`config.mk`:
```
export PLATFORM = sky130hd
export DESIGN_NAME = pc_branch_unit
export DESIGN_NICKNAME = d
export VERILOG_FILES = /design/src/rtl/pc_branch_pkg.sv /design/src/rtl/pc_target_adder.sv /design/src/rtl/pc_branch_unit.sv
export SDC_FILE = /design/constraint.sdc
export NUM_CORES = 1
export LEC_CHECK = 0
export CAP_MARGIN = 20
export CORE_UTILIZATION = 30
export DETAILED_ROUTE_END_ITERATION = 12
export GPL_TIMING_DRIVEN = 1
export PLACE_DENSITY = 0.55
export REMOVE_ABC_BUFFERS = 1
export SKIP_LAST_GASP = 1
export SYNTH_ARGS = -nofsm -noshare
export SYNTH_HDL_FRONTEND = slang
export SYNTH_HIERARCHICAL = 1
export SYNTH_SLANG_ARGS = --single-unit
```
`constraint.sdc`:
```
create_clock -name clk -period 3.88 [get_ports clk]
set_clock_uncertainty 0.15 [all_clocks]
set_input_delay 0.776 -clock clk [delete_from_list [all_inputs] [get_ports clk]]
set_output_delay 0.776 -clock clk [all_outputs]
set_load 0.02 [all_outputs]
```
`src/rtl/pc_branch_pkg.sv`:
```
// Shared definitions for the fetch PC / BNE branch redirect unit:
// FSM state encoding, instruction size and the default reset vector.
package pc_branch_pkg;

   typedef enum logic [1:0] {
      BOOT  = 2'd0,
      RUN   = 2'd1,
      FLUSH = 2'd2,
      TRAP  = 2'd3
   } state_t;

   localparam int unsigned INSTR_BYTES = 4;

   localparam logic [31:0] DEFAULT_RESET_PC = 32'h0000_0000;

endpackage

```
`src/rtl/pc_target_adder.sv`:
```
// Branch target computation: target = br_pc + imm (32-bit wrap-around),
// flagged as misaligned when it is not on a 4-byte instruction boundary.
module pc_target_adder (
   input  logic [31:0] br_pc,
   input  logic [31:0] imm,
   output logic [31:0] target,
   output logic        misaligned
);

   // Pure combinational add; the carry out is intentionally dropped.
   always_comb begin
      target     = br_pc + imm;
      misaligned = |target[1:0];
   end

endmodule

```
`src/rtl/pc_branch_unit.sv`:
```
// Fetch PC sequencer with BNE redirect, wrong-path flush, misaligned-target
// trap and a saturating count of taken branches. All outputs are registered.
module pc_branch_unit
   import pc_branch_pkg::*;
#(
   parameter logic [31:0] RESET_PC = DEFAULT_RESET_PC,
   parameter int          CNT_W    = 16
) (
   input  logic             clk,
   input  logic             rst_n,
   input  logic             br_en,
   input  logic             br_res,
   input  logic [31:0]      br_pc,
   input  logic [31:0]      imm,
   input  logic             stall,
   output logic [31:0]      pc,
   output logic             pc_valid,
   output logic             flush,
   output logic             trap,
   output logic [CNT_W-1:0] taken_cnt
);

   state_t      state;
   logic [31:0] target;
   logic        misaligned;
   logic        taken;

   pc_target_adder u_target_adder (
      .br_pc      (br_pc),
      .imm        (imm),
      .target     (target),
      .misaligned (misaligned)
   );

   // Branch resolution request; only acted upon while in RUN.
   always_comb begin
      taken = br_en & br_res;
   end

   // Single FSM register block: state, PC, counter and state-decoded outputs
   // all update together so flush/trap/pc_valid never glitch from inputs.
   always_ff @(posedge clk or negedge rst_n) begin
      if (!rst_n) begin
         state     <= BOOT;
         pc        <= RESET_PC;
         pc_valid  <= 1'b0;
         flush     <= 1'b0;
         trap      <= 1'b0;
         taken_cnt <= '0;
      end else begin
         unique case (state)
            BOOT: begin
               state    <= RUN;
               pc_valid <= 1'b1;
               flush    <= 1'b0;
               trap     <= 1'b0;
            end
            RUN: begin
               if (taken && misaligned) begin
                  state    <= TRAP;
                  pc_valid <= 1'b0;
                  trap     <= 1'b1;
               end else if (taken) begin
                  state    <= FLUSH;
                  pc       <= target;
                  pc_valid <= 1'b0;
                  flush    <= 1'b1;
                  if (taken_cnt != {CNT_W{1'b1}}) begin
                     taken_cnt <= taken_cnt + CNT_W'(1);
                  end
               end else if (!stall) begin
                  pc <= pc + 32'(INSTR_BYTES);
               end
            end
            FLUSH: begin
               state    <= RUN;
               pc_valid <= 1'b1;
               flush    <= 1'b0;
            end
            TRAP: begin
               state    <= TRAP;
               pc_valid <= 1'b0;
               trap     <= 1'b1;
            end
            default: begin
               state    <= BOOT;
               pc       <= RESET_PC;
               pc_valid <= 1'b0;
               flush    <= 1'b0;
               trap     <= 1'b0;
            end
         endcase
      end
   end

endmodule

```
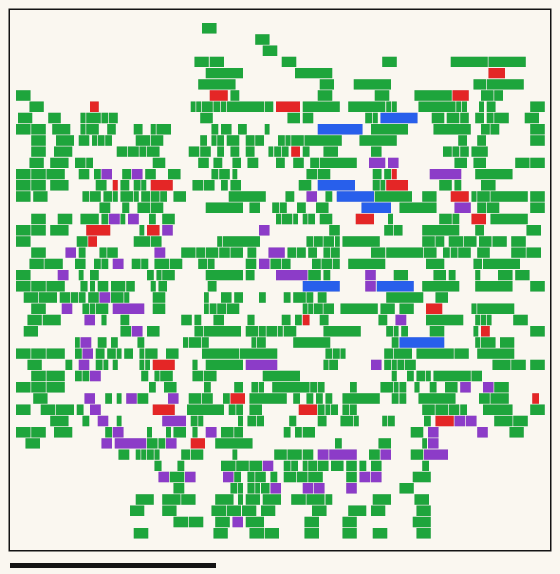
Fig. 1. Cells by drive strength.
The bar under the picture is 50 µm long.
drive 6 and up -> blue  # cells 8
drive 3 to 4 -> purple  # cells 65
drive 2 -> red  # cells 26
drive 1 or less -> green  # cells 643

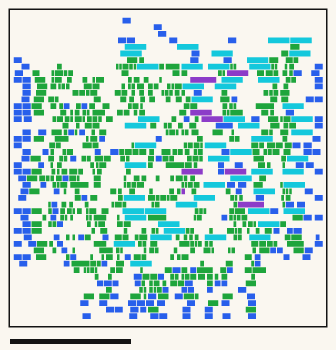
Fig. 2. Cells coloured by class.
The bar under the picture is 50 µm long.
all other logic -> green  # cells 507, share of their area 53%
other buffers and delay cells -> blue  # cells 174, share of their area 24%
clock drivers and dummy loads -> purple  # cells 8, share of their area 2.8%
flip-flops -> cyan  # cells 53, share of their area 20%

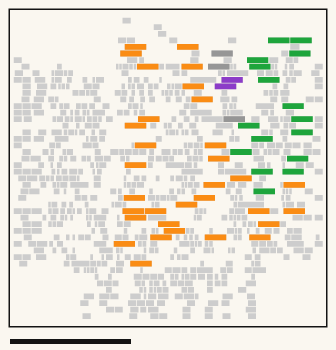
Fig. 3. Register map, names as in the netlist.
The bar under the picture is 50 µm long.
pc -> orange  # sequential cells 32
taken_cnt -> green  # sequential cells 16
state -> purple  # sequential cells 2
not coloured = 3

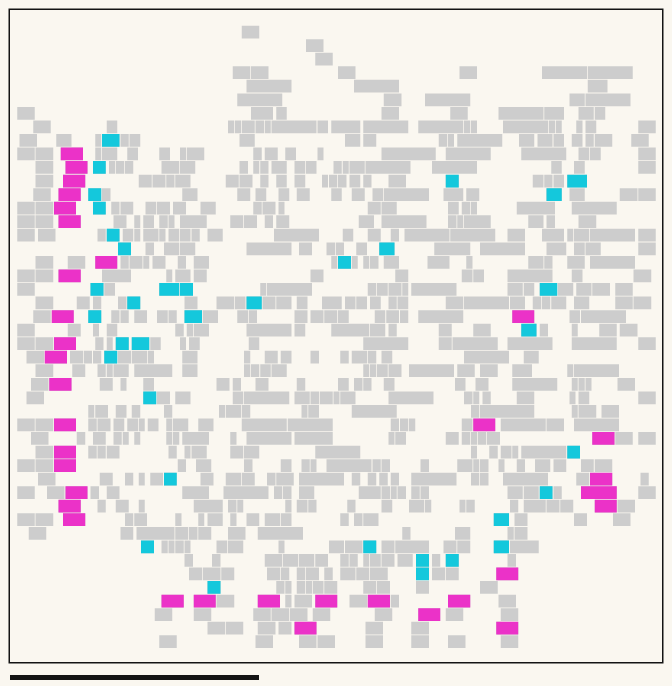
Fig. 4. Selected gate families.
The bar under the picture is 50 µm long.
adder and majority cells -> magenta  # cells 34, where spread over the die
AND-OR and OR-AND gates -> cyan  # cells 35

==> results.toml <==
# generated from flow reports
[logic_synthesis]
synth_top_area_share = 0.266
async_reset_ff_frac = 1.00
ys_seq_share = 0.266
simple_gate_share = 0.254
synth_cell_type_count = 78

[min_path]
worstHoldStart = "pc[0]"
hold_class = "reg2reg"

[placed_design]
dp_hpwl_um = 12000

[global_route]
grt_first_pass_wirelength_um = 24400
grt_util_met1 = 0.235
track_usage = 0.178

[route]
top_layer = "met4"
drc = 0
routed_via_density = 5.39
wire_per_inst_um = 16.0
drtIter0Drc = 314

[critical_path]
ff2ff_path_depth = 4
path_buffers = 1
cp_num_cells = 13
path_max_fanout = 4

[cells_and_area]
diodes = 0
flop_area_um2 = 1330
fin_nets = 844
drive_gt1_frac = 0.133
final_util = 0.432
syn2layout_area_growth_pct = 39.3
comb_share = 0.503
nMultiInputCombCells = 493

[pwr]
swShare = 0.357
clock_power_share = 0.255
pg_clk_uw = 571

[outcome]
outcome = "completed"

[clock_network]
cts_root_buffer = "clkbuf_16"
tritoncts = "yes"

[sta]
finalHoldViolCount = 0

[floorplan]
ios = 120
